<file path="src/rtl/laa_responder.sv">
// LAA accelerator responder: 31-entry register file, status register r31 and
// an iterative shift-add unsigned multiplier retiring BITS_PER_CYCLE bits per cycle.
module laa_responder #(
  parameter int DATA_W         = 32,
  parameter int BITS_PER_CYCLE = 1
) (
  input  logic              clk,
  input  logic              Rst,
  input  logic [1:0]        opcode,
  input  logic [4:0]        addr,
  input  logic [DATA_W-1:0] data_in,
  output logic [DATA_W-1:0] data_out,
  output logic              busy
);

  localparam int L  = DATA_W / BITS_PER_CYCLE;
  localparam int IW = $clog2(L + 1);

  localparam logic [1:0] OP_READ  = 2'd1;
  localparam logic [1:0] OP_WRITE = 2'd2;
  localparam logic [1:0] OP_MUL   = 2'd3;

  typedef enum logic {IDLE, RUN} state_t;

  state_t                  state_q, state_d;
  logic [DATA_W-1:0]       regs_q [0:30];
  logic [DATA_W-1:0]       regs_d [0:30];
  logic [2*DATA_W-1:0]     mcand_q, mcand_d;
  logic [DATA_W-1:0]       mplier_q, mplier_d;
  logic [2*DATA_W-1:0]     acc_q, acc_d;
  logic [2*DATA_W-1:0]     partial;
  logic [IW-1:0]           iter_q, iter_d;
  logic                    done_q, done_d;
  logic                    err_q, err_d;
  logic [DATA_W-1:0]       dout_q, dout_d;
  logic                    last;

  assign last = (state_q == RUN) && (iter_q == IW'(L - 1));

  always_ff @(posedge clk or negedge Rst) begin
    if (!Rst) begin
      state_q <= IDLE;
    end else begin
      state_q <= state_d;
    end
  end

  always_comb begin
    state_d = state_q;
    case (state_q)
      IDLE:    if (opcode == OP_MUL) state_d = RUN;
      RUN:     if (last) state_d = IDLE;
      default: state_d = IDLE;
    endcase
  end

  always_comb begin
    busy = (state_q == RUN);
  end

  // Register-file access and the multiply step; the commit is applied last so
  // it overrides any same-edge write to r2/r3 (those are already flagged busy).
  always_comb begin
    regs_d   = regs_q;
    mcand_d  = mcand_q;
    mplier_d = mplier_q;
    acc_d    = acc_q;
    iter_d   = iter_q;
    done_d   = done_q;
    err_d    = err_q;
    dout_d   = dout_q;
    partial  = '0;

    case (opcode)
      OP_READ: begin
        if (addr == 5'd31) dout_d = {{(DATA_W-2){1'b0}}, err_q, done_q};
        else               dout_d = regs_q[addr];
      end
      OP_WRITE: begin
        if (addr == 5'd31) begin
          done_d = 1'b0;
          err_d  = 1'b0;
        end else if ((state_q == RUN) && (addr < 5'd4)) begin
          err_d = 1'b1;
        end else begin
          regs_d[addr] = data_in;
        end
      end
      OP_MUL: begin
        if (state_q == RUN) begin
          err_d = 1'b1;
        end else begin
          mcand_d  = {{DATA_W{1'b0}}, regs_q[0]};
          mplier_d = regs_q[1];
          acc_d    = '0;
          iter_d   = '0;
          done_d   = 1'b0;
        end
      end
      default: ;
    endcase

    if (state_q == RUN) begin
      for (int j = 0; j < BITS_PER_CYCLE; j++) begin
        if (mplier_q[j]) partial = partial + (mcand_q << j);
      end
      acc_d    = acc_q + partial;
      mcand_d  = mcand_q << BITS_PER_CYCLE;
      mplier_d = mplier_q >> BITS_PER_CYCLE;
      iter_d   = iter_q + 1'b1;
      if (last) begin
        regs_d[2] = acc_d[DATA_W-1:0];
        regs_d[3] = acc_d[2*DATA_W-1:DATA_W];
        done_d    = 1'b1;
      end
    end
  end

  always_ff @(posedge clk or negedge Rst) begin
    if (!Rst) begin
      for (int i = 0; i < 31; i++) regs_q[i] <= '0;
      mcand_q  <= '0;
      mplier_q <= '0;
      acc_q    <= '0;
      iter_q   <= '0;
      done_q   <= 1'b0;
      err_q    <= 1'b0;
      dout_q   <= '0;
    end else begin
      for (int i = 0; i < 31; i++) regs_q[i] <= regs_d[i];
      mcand_q  <= mcand_d;
      mplier_q <= mplier_d;
      acc_q    <= acc_d;
      iter_q   <= iter_d;
      done_q   <= done_d;
      err_q    <= err_d;
      dout_q   <= dout_d;
    end
  end

  assign data_out = dout_q;

endmodule

</file>
<file path="config.mk">
export PLATFORM = sky130hd
export DESIGN_NAME = laa_responder
export DESIGN_NICKNAME = d
export VERILOG_FILES = /design/src/rtl/laa_responder.sv
export SDC_FILE = /design/constraint.sdc
export NUM_CORES = 2
export LEC_CHECK = 0
export CAP_MARGIN = 25
export CORE_MARGIN = 2
export CORE_UTILIZATION = 40
export CTS_CLUSTER_SIZE = 20
export DETAILED_ROUTE_END_ITERATION = 10
export REMOVE_ABC_BUFFERS = 1
export SYNTH_ARGS = -nofsm -noshare
export SYNTH_HDL_FRONTEND = slang
export SYNTH_SLANG_ARGS = --single-unit
export TNS_END_PERCENT = 50
</file>
<file path="constraint.sdc">
create_clock -name clk -period 3.4 [get_ports clk]
set_input_delay 0.34 -clock clk [delete_from_list [all_inputs] [get_ports clk]]
set_output_delay 0.34 -clock clk [all_outputs]
set_load 0.1 [all_outputs]
</file>
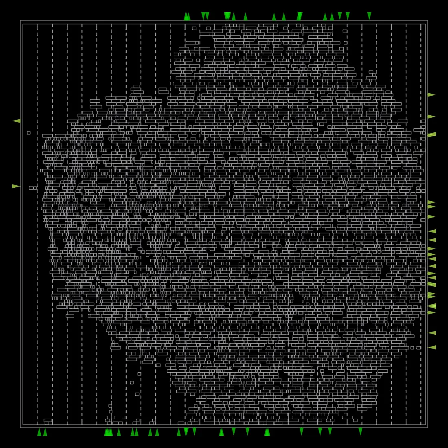
(images/final_placement.png)
Tapcells: 1,890
total core area: 142,000 um^2

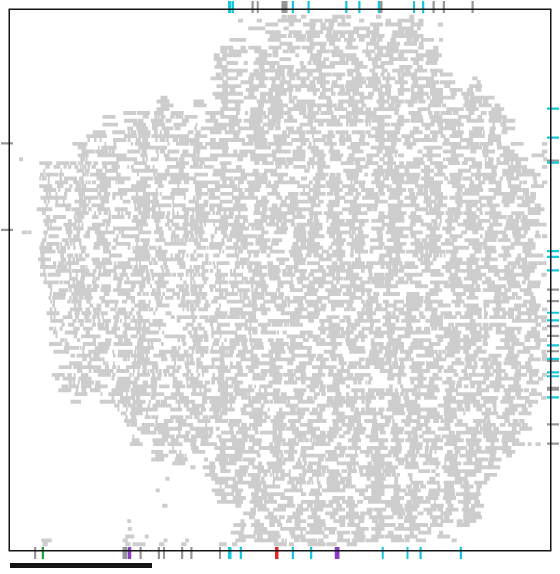
(images/pins.png)
Bar = 100 um. Pins as bars across the die edge, other pins in gray.
port	color	pins	direction	edge
`Rst`	green	1	input	bottom
`addr`	purple	5	input	bottom
`opcode`	red	2	input	bottom
`data_out`	cyan	32	output	13 right, 10 top, 9 bottom

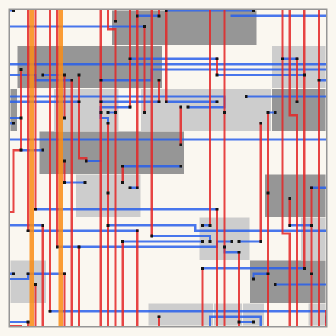
(images/zoom.png)
Window x 276 to 296, y 276 to 296 um. Cells in gray, sequential cells in the stronger gray; small squares are vias.
layer	color
met1	blue
met4	orange
met2	red
most frequent	mux2_2 (5), dfrtp_1 (4)
netlist names of flops here include	`regs_q` (4)
cells with their middle in the window	13
sequential cells in the window	4

==> run summary <==
impl run done, here's what came out: R2R Path End regs_q[877], antenna fix cells 2, top_reg_cell synth dfrtp_1, and-or/or-and share of the synthesized area 0.0748, GP Congestion 0.852, clock root buffer clkbuf_16, cell taking the most area after synthesis dfrtp_1, post-synth top area share 0.524, P_comb 8.22 mW, Seq cells post-synth 1,193, die height 382 um, Register Area between 20,000 and 30,000 um^2, Layout Nets 4,582, Signal buffers 387, Yosys Chip Area 57,000 um^2, syn avg cell area 13.1 um^2, Clk pwr share 0.364, worst min-delay path category in2async, P_seq ~18 mW, ys async rst share 1.00, First-pass DRT Iterations 5, flop count around 1.2k, logic share of the area 0.390, Post-Synth Simple-Gate Area 0.0485, cycle use final 0.959, Yosys warnings 0, clock group power 15.0 mW, highest routed metal layer met5, Sink Count 1,193, Synth mux share 0.301, share of cells above drive strength 1 0.390, mean routed wirelength per cell 25.2 um, clk cell area share 0.0682, pre-CTS WS -0.0794 ns, Hold Vio Cnt, Final 0, design area 66,500 um^2, Final Critical Period 3.26 ns, clk latency late pin 0.78 ns, Vias ~37k, DR DRC count 0, total chip power around 40 mW, GR Util met1 0.320, Cell Chain, Critical Path buf_12, and2_1, ha_1, a21o_1, o21a_1, a211oi_1, o31ai_1, a211oi_2, buf_4, buf_4, a21oi_1, nand2b_1, xnor2_1, a21oi_1, Final setup viols 0, clk slew on worst S/H paths around 0.060 ns, Sequential Power Share 0.437, DR WL met3 7.11 mm, leakage just over 30 nW, Synth Cell Area between 50,000 and 60,000 um^2, drt total wl 163 mm, Largest cells by area dfrtp_1 (52%), mux2_2 (19%), mux4_2 (8.9%), nand2_1 (2.6%), mux2i_1 (2.5%), Worst Setup Start Kind flip-flop, Top pwr grp registers, fin util 0.470, vias in the first global route 38.3k, DIE WIDTH 382 um, flop2flop setup slack 0.14 ns, largest fanout on the critical path 30, I/O pins 74, met2 routed WL 77.9 mm, Floorplan Utilization 0.403, max_cap viols 0, DR iter-0 viols 2,836, Total GRT Usage 0.226, status complete, no violations, met2 Use GR 0.364, Adder Share, Synth 0.0144, Setup crit end regs_q[877], slew margin rel. 0.302, Tightest Pin Transition 1.04 ns, top cell category registers, Log Warnings 39, GRT busiest layer met2, Post-synth seq share 0.524, Crit path max-delay family AND-OR/OR-AND gates, initial antenna violation count 4, cell count listed in synth_stat.txt roughly 4.3k, data required time at the worst endpoint 4.01 ns, Yosys top cell by instances dfrtp_1, Comb gates 2,741, Arr. time, crit path 3.87 ns, first-pass GRT wire length 250 mm, Worst R2R Start mplier_q[0], Rows 138, Layout Skew around 0.032 ns, number of port buffers 73, VDD IR max 0.000492 V, Sw Share 0.290, Post-DRT Antenna Nets 0, Synth logic family multiplexers, Switching Power about 12 mW, Logic pwr share 0.200
==> layout by cell type (no fill, tap or decap), types with 11 or more instances in the layout <==
| cell | n |
|---|---|
| mux2i_1 | 140 |
| o21ai_1 | 15 |
| inv_1 | 19 |
| clkbuf_16 | 140 |
| clkbuf_1 | 33 |
| clkdlybuf4s50_1 | 69 |
| a22o_1 | 35 |
| a21o_1 | 61 |
| a22oi_1 | 65 |
| nand2_1 | 368 |
| ha_1 | 59 |
| o22ai_1 | 14 |
| a21oi_1 | 87 |
| o21a_1 | 11 |
| a221oi_1 | 32 |
| a31oi_1 | 40 |
| xnor2_1 | 38 |
| mux4_2 | 225 |
| o21bai_1 | 11 |
| buf_12 | 51 |
| nand3_1 | 17 |
| buf_4 | 262 |
| clkbuf_8 | 32 |
| clkinv_2 | 16 |
| xor2_1 | 22 |
| dfrtp_1 | 1192 |
| mux2_2 | 948 |
| nand4_1 | 23 |
| nand2_2 | 26 |
| and2_1 | 64 |
| nor2_1 | 69 |
| o21ai_0 | 234 |
==> registers in the layout, indices dropped and copies added (netlist names) <==
name and flops:
iter_q 6, data_out 32, busy 1, acc_q 64, regs_q 992, err_q 1, mcand_q 64, mplier_q 32
done_q 1
==> metrics by stage <==
step | instances | hold WS (ns)
2_1_floorplan | 3953 | 0.0444
3_3_place_gp | 6226 | 0.397
3_5_place_dp | 6227 | 0.422
4_1_cts | 6468 | 0.191
5_1_grt | 6471 | 0.218
6_report | 6472 | 0.174
==> repair_timing <==
item	4_1_cts	5_1_grt
gates resized	0	40
setup endpoints to repair	0	55
setup buffers	0	2
hold buffers	1	0
hold endpoints to repair	80	0
Power is estimated from default activity; no workload was simulated.
